===== src/rtl/jk_pkg.sv =====
// jk_pkg: shared JK flip-flop encodings and the excitation helper used by
// jk_mod_counter and jk_ff.
//   JK_HOLD/JK_RST/JK_SET/JK_TOG : {j,k} codes
//   jk_excite(n, q)              : minimal {j,k} to move one flop from q to n
package jk_pkg;

  localparam logic [1:0] JK_HOLD = 2'b00;
  localparam logic [1:0] JK_RST  = 2'b01;
  localparam logic [1:0] JK_SET  = 2'b10;
  localparam logic [1:0] JK_TOG  = 2'b11;

  // Unchanged bits get HOLD; a changing bit gets SET or RST, so the toggle
  // code is never produced.
  function automatic logic [1:0] jk_excite(input logic n, input logic q);
    return {n & ~q, q & ~n};
  endfunction

endpackage


===== src/rtl/jk_ff.sv =====
// jk_ff: single JK flip-flop with synchronous active-high reset.
//   clk : clock, state updates on posedge
//   rst : synchronous reset, forces q to 0
//   j,k : JK inputs (00 hold, 01 reset, 10 set, 11 toggle)
//   q   : flop output
//   qb  : complement of q
module jk_ff
  import jk_pkg::*;
(
  input  logic clk,
  input  logic rst,
  input  logic j,
  input  logic k,
  output logic q,
  output logic qb
);

  logic q_q;
  logic q_d;

  always_comb begin
    q_d = q_q;
    case ({j, k})
      JK_HOLD: q_d = q_q;
      JK_RST:  q_d = 1'b0;
      JK_SET:  q_d = 1'b1;
      JK_TOG:  q_d = ~q_q;
      default: q_d = q_q;
    endcase
  end

  always_ff @(posedge clk) begin
    if (rst) q_q <= 1'b0;
    else     q_q <= q_d;
  end

  assign q  = q_q;
  assign qb = ~q_q;

endmodule


===== src/rtl/jk_mod_counter.sv =====
// jk_mod_counter: modulo-MODULUS up/down counter whose state lives in a bank
// of WIDTH jk_ff flops. This block computes the next count, drives each
// flop's j/k with the minimal excitation, and flags terminal count / wrap.
//   clk      : clock
//   rst      : synchronous active-high reset (also resets every jk_ff)
//   en       : count enable
//   up       : direction, 1 = up, 0 = down
//   load     : synchronous parallel load of din (priority over en)
//   din      : load value; values >= MODULUS clamp to MODULUS-1
//   q        : current count
//   tc       : combinational terminal count, gated by en
//   wrap     : registered one-cycle pulse after a wrapping edge
//   load_err : registered one-cycle pulse after a clamped load
module jk_mod_counter
  import jk_pkg::*;
#(
  parameter int WIDTH   = 4,
  parameter int MODULUS = 10
) (
  input  logic             clk,
  input  logic             rst,
  input  logic             en,
  input  logic             up,
  input  logic             load,
  input  logic [WIDTH-1:0] din,
  output logic [WIDTH-1:0] q,
  output logic             tc,
  output logic             wrap,
  output logic             load_err
);

  if (MODULUS < 2 || MODULUS > (1 << WIDTH)) begin : g_bad_modulus
    $error("jk_mod_counter: MODULUS must satisfy 2 <= MODULUS <= 2**WIDTH");
  end

  localparam logic [WIDTH:0]   MOD_EXT  = (WIDTH+1)'(MODULUS);
  localparam logic [WIDTH-1:0] MOD_LAST = WIDTH'(MODULUS - 1);

  logic [WIDTH-1:0] q_bank;
  logic [WIDTH-1:0] qb_bank;
  logic [WIDTH-1:0] j_bus;
  logic [WIDTH-1:0] k_bus;
  logic [WIDTH-1:0] next_cnt;

  // Arithmetic carries an extra bit so q+1 at 2**WIDTH-1 does not alias to 0
  // and a borrow from 0 is visible in the MSB.
  logic [WIDTH:0] q_inc_ext;
  logic [WIDTH:0] q_dec_ext;
  logic [WIDTH:0] din_ext;

  logic wrap_q, wrap_d;
  logic load_err_q, load_err_d;

  assign q_inc_ext = {1'b0, q_bank} + (WIDTH+1)'(1);
  assign q_dec_ext = {1'b0, q_bank} - (WIDTH+1)'(1);
  assign din_ext   = {1'b0, din};

  always_comb begin
    next_cnt   = q_bank;
    wrap_d     = 1'b0;
    load_err_d = 1'b0;
    if (load) begin
      if (din_ext < MOD_EXT) begin
        next_cnt = din;
      end else begin
        next_cnt   = MOD_LAST;
        load_err_d = 1'b1;
      end
    end else if (en) begin
      if (up) begin
        if (q_inc_ext == MOD_EXT) begin
          next_cnt = '0;
          wrap_d   = 1'b1;
        end else begin
          next_cnt = q_inc_ext[WIDTH-1:0];
        end
      end else begin
        if (q_dec_ext[WIDTH]) begin
          next_cnt = MOD_LAST;
          wrap_d   = 1'b1;
        end else begin
          next_cnt = q_dec_ext[WIDTH-1:0];
        end
      end
    end
  end

  // Reset reaches the flops directly, so the excitation need not see rst.
  for (genvar i = 0; i < WIDTH; i++) begin : g_bit
    assign {j_bus[i], k_bus[i]} = jk_excite(next_cnt[i], q_bank[i]);

    jk_ff u_jk_ff (
      .clk (clk),
      .rst (rst),
      .j   (j_bus[i]),
      .k   (k_bus[i]),
      .q   (q_bank[i]),
      .qb  (qb_bank[i])
    );
  end

  always_ff @(posedge clk) begin
    if (rst) begin
      wrap_q     <= 1'b0;
      load_err_q <= 1'b0;
    end else begin
      wrap_q     <= wrap_d;
      load_err_q <= load_err_d;
    end
  end

  // All-ones on the complement outputs is the zero count.
  assign tc       = en & (up ? (q_bank == MOD_LAST) : (&qb_bank));
  assign q        = q_bank;
  assign wrap     = wrap_q;
  assign load_err = load_err_q;

endmodule


===== config.mk =====
export PLATFORM = sky130hd
export DESIGN_NAME = jk_mod_counter
export DESIGN_NICKNAME = d
export VERILOG_FILES = /design/src/rtl/jk_pkg.sv /design/src/rtl/jk_ff.sv /design/src/rtl/jk_mod_counter.sv
export SDC_FILE = /design/constraint.sdc
export NUM_CORES = 1
export LEC_CHECK = 0
export ABC_AREA = 1
export CAP_MARGIN = 20
export CORE_MARGIN = 1.5
export CORE_UTILIZATION = 30
export CTS_BUF_LIST = sky130_fd_sc_hd__clkbuf_8
export DETAILED_ROUTE_END_ITERATION = 12
export PLACE_DENSITY = 0.58
export SLEW_MARGIN = 5
export SYNTH_ARGS = -nofsm -noshare
export SYNTH_HDL_FRONTEND = slang
export SYNTH_HIERARCHICAL = 1
export SYNTH_SLANG_ARGS = --single-unit

===== constraint.sdc =====
create_clock -name clk -period 4.85 [get_ports clk]
set_input_delay 1.2125 -clock clk [delete_from_list [all_inputs] [get_ports clk]]
set_output_delay 1.2125 -clock clk [all_outputs]
set_load 0.01 [all_outputs]

Fig. 1: I/O pins on the die edge
(8 px per um) Pins as bars across the die edge, other pins in grey.
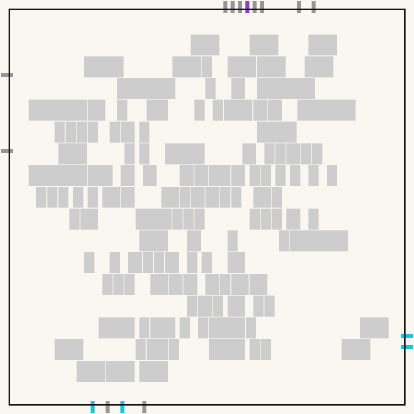
[`wrap`] purple | pins: 1 | direction: output | edge: top
[`q`] cyan | pins: 4 | direction: output | edge: 2 bottom, 2 right
all pins by edge: 8 top, 4 bottom, 2 left, 2 right

==> changes_impl.md <==
## Implementation

* Cell-internal power at 0.000148 W
* RSZ-0062 raised after global routing: no
* Cts hold-fix bufs at 0
* Die area at 2430 um^2
* Largest net degree at the start of global routing at 14
* Top cells excl fill/tap: 30 x nand2_1, 18 x inv_1, 15 x clkdlybuf4s50_1
* Clock buffer count from CTS at 3
* Placement Setup Slack at 0.958 ns
* Final Util at 0.433
* Vias in the first global route at 637
* Simple-gate share of the synthesized area at 0.435
* Pwr Density at 271 nW/um^2
* Met3 Resource Use GR at 0.0460
* Setup repair bufs after CTS at 0
* Outcome: finished, final reports clean
* Yosys xor share at 0
* Area leader, netlist: dfxtp_1
* Max Freq at 0.256 GHz
* Comb pwr share at 0.386
* # diodes at 0
* Post-DR wirelength/cell at 10.0 um
* Fin. max-slew vios at 0
* WL final at 1580 um
* Tcrit/Tclk final at 0.804
* Net Sw Power at 0.0000841 W
* Metal3 WL at 52 um
* Dominant comb cell: simple AND/OR/NAND/NOR gates
* Switching fraction of total power at 0.362
* DIE WIDTH at 49.3 um
* I/O pin count at 16
* Clock power share at 0.319
* Tool warning count at 29
* Post-synth seq share at 0.187
* Sequential share of power at 0.295
* Critical path fanouts, max at 7
* Reg clk slew, reported paths at 0.03 ns
* DRT iter0 DRCs at 27
* DRC viols at 0
* PostCTS Resize Cnt at 0
* Grt met1 use at 0.157
* Power, Total at 0.000232 W
* Relative slew margins at 0.699
* Yosys warning tally at 6
* GRT Overall Usage at 0.139
* Layout area overhead at 33.7%
* Min Tclk post-route at 3.90 ns
* Met1 Routed Length at 748 um
* Worst slew pin tran at 0.450 ns
* Total grt overflow at 0
* Final Hold Viols at 0
* Ys flops at 6
* Cell leakage power at 0.410 nW
* Share of synthesized area spent on multiplexers at 0
* CP Launch Type: input port
* Syn Std Cell Area at 642 um^2
* Initial antenna violation count at 0
* CTS tree: built
* Fin area at 858 um^2
* R2R Path Start: g_bit[0].u_jk_ff/q
* Worst Hold Class: flip-flop to flip-flop
* Setup violations, final at 0
Fig. 2: cell classes on the final placement
(6 px per um)
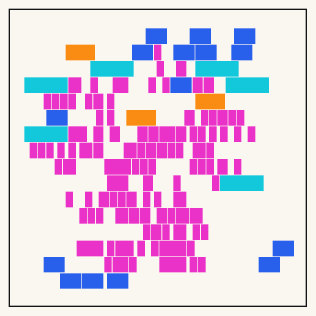
[remaining logic cells] magenta | cells: 106
[remaining buffers and delay cells] blue | cells: 15
[sequential cells] cyan | cells: 6
[clock-net drivers] orange | cells: 3

Yosys cell counts (all sizes together):
cell    count
a211oi      2
a21oi      12
buf         1
ha          4
nor2       16
nand2      35
nor3        1
o211ai      1
nand4       2
nand3       9
clkbuf      1
a41oi       1
o21ai       2
dfxtp       6
inv        21
area by class of cell:
class | instances | area [um^2] | share of cell area
Tap cell | 27 | 33.8 | 0.0394
Timing Repair Buffer | 15 | 150 | 0.175
Inverter | 21 | 78.8 | 0.0918
Clock buffer | 3 | 41.3 | 0.0481
Sequential cell | 6 | 120 | 0.140
Multi-Input combinational cell | 85 | 434 | 0.506
through the flow:
stage	std cells	hold WS [ns]
after detailed placement	154	0.642
after global placement	154	0.629
after floorplan	114	0.605
after CTS	157	0.648
after global routing	157	0.700
final	157	0.642
worst max-delay path, cell delays in order:
cell and delay (ns):
clkdlybuf4s50_1 0.53, inv_1 0.14, a211oi_1 0.23, clkdlybuf4s50_1 0.57
path summary, 6_finish.rpt:
path / slack [ns] / endpoint
max: 0.95 / tc
min: 0.64 / g_bit[1].u_jk_ff/q
max reg2reg: 2.97 / g_bit[2].u_jk_ff/q
min reg2reg: 0.64 / g_bit[1].u_jk_ff/q
sequential cells by signal (all words and copies together) (netlist names):
name,count
g_bit.u_jk_ff/q,4
wrap,1
load_err,1
power by group through the flow:
| stage | Clock, W | Combinational [W] | Sequential [W] |
|---|---|---|---|
| detailed placement | 0 | 0.0000895 | 0.0000697 |
| global route | 0.0000806 | 0.000101 | 0.0000707 |
| global placement | 0 | 0.0000888 | 0.0000693 |
| CTS | 0.0000770 | 0.0000900 | 0.0000689 |
| floorplan | 0 | 0.0000594 | 0.0000681 |
| finish | 0.0000742 | 0.0000897 | 0.0000685 |
Power figures rest on the tool's default switching activity, not on a simulated workload.
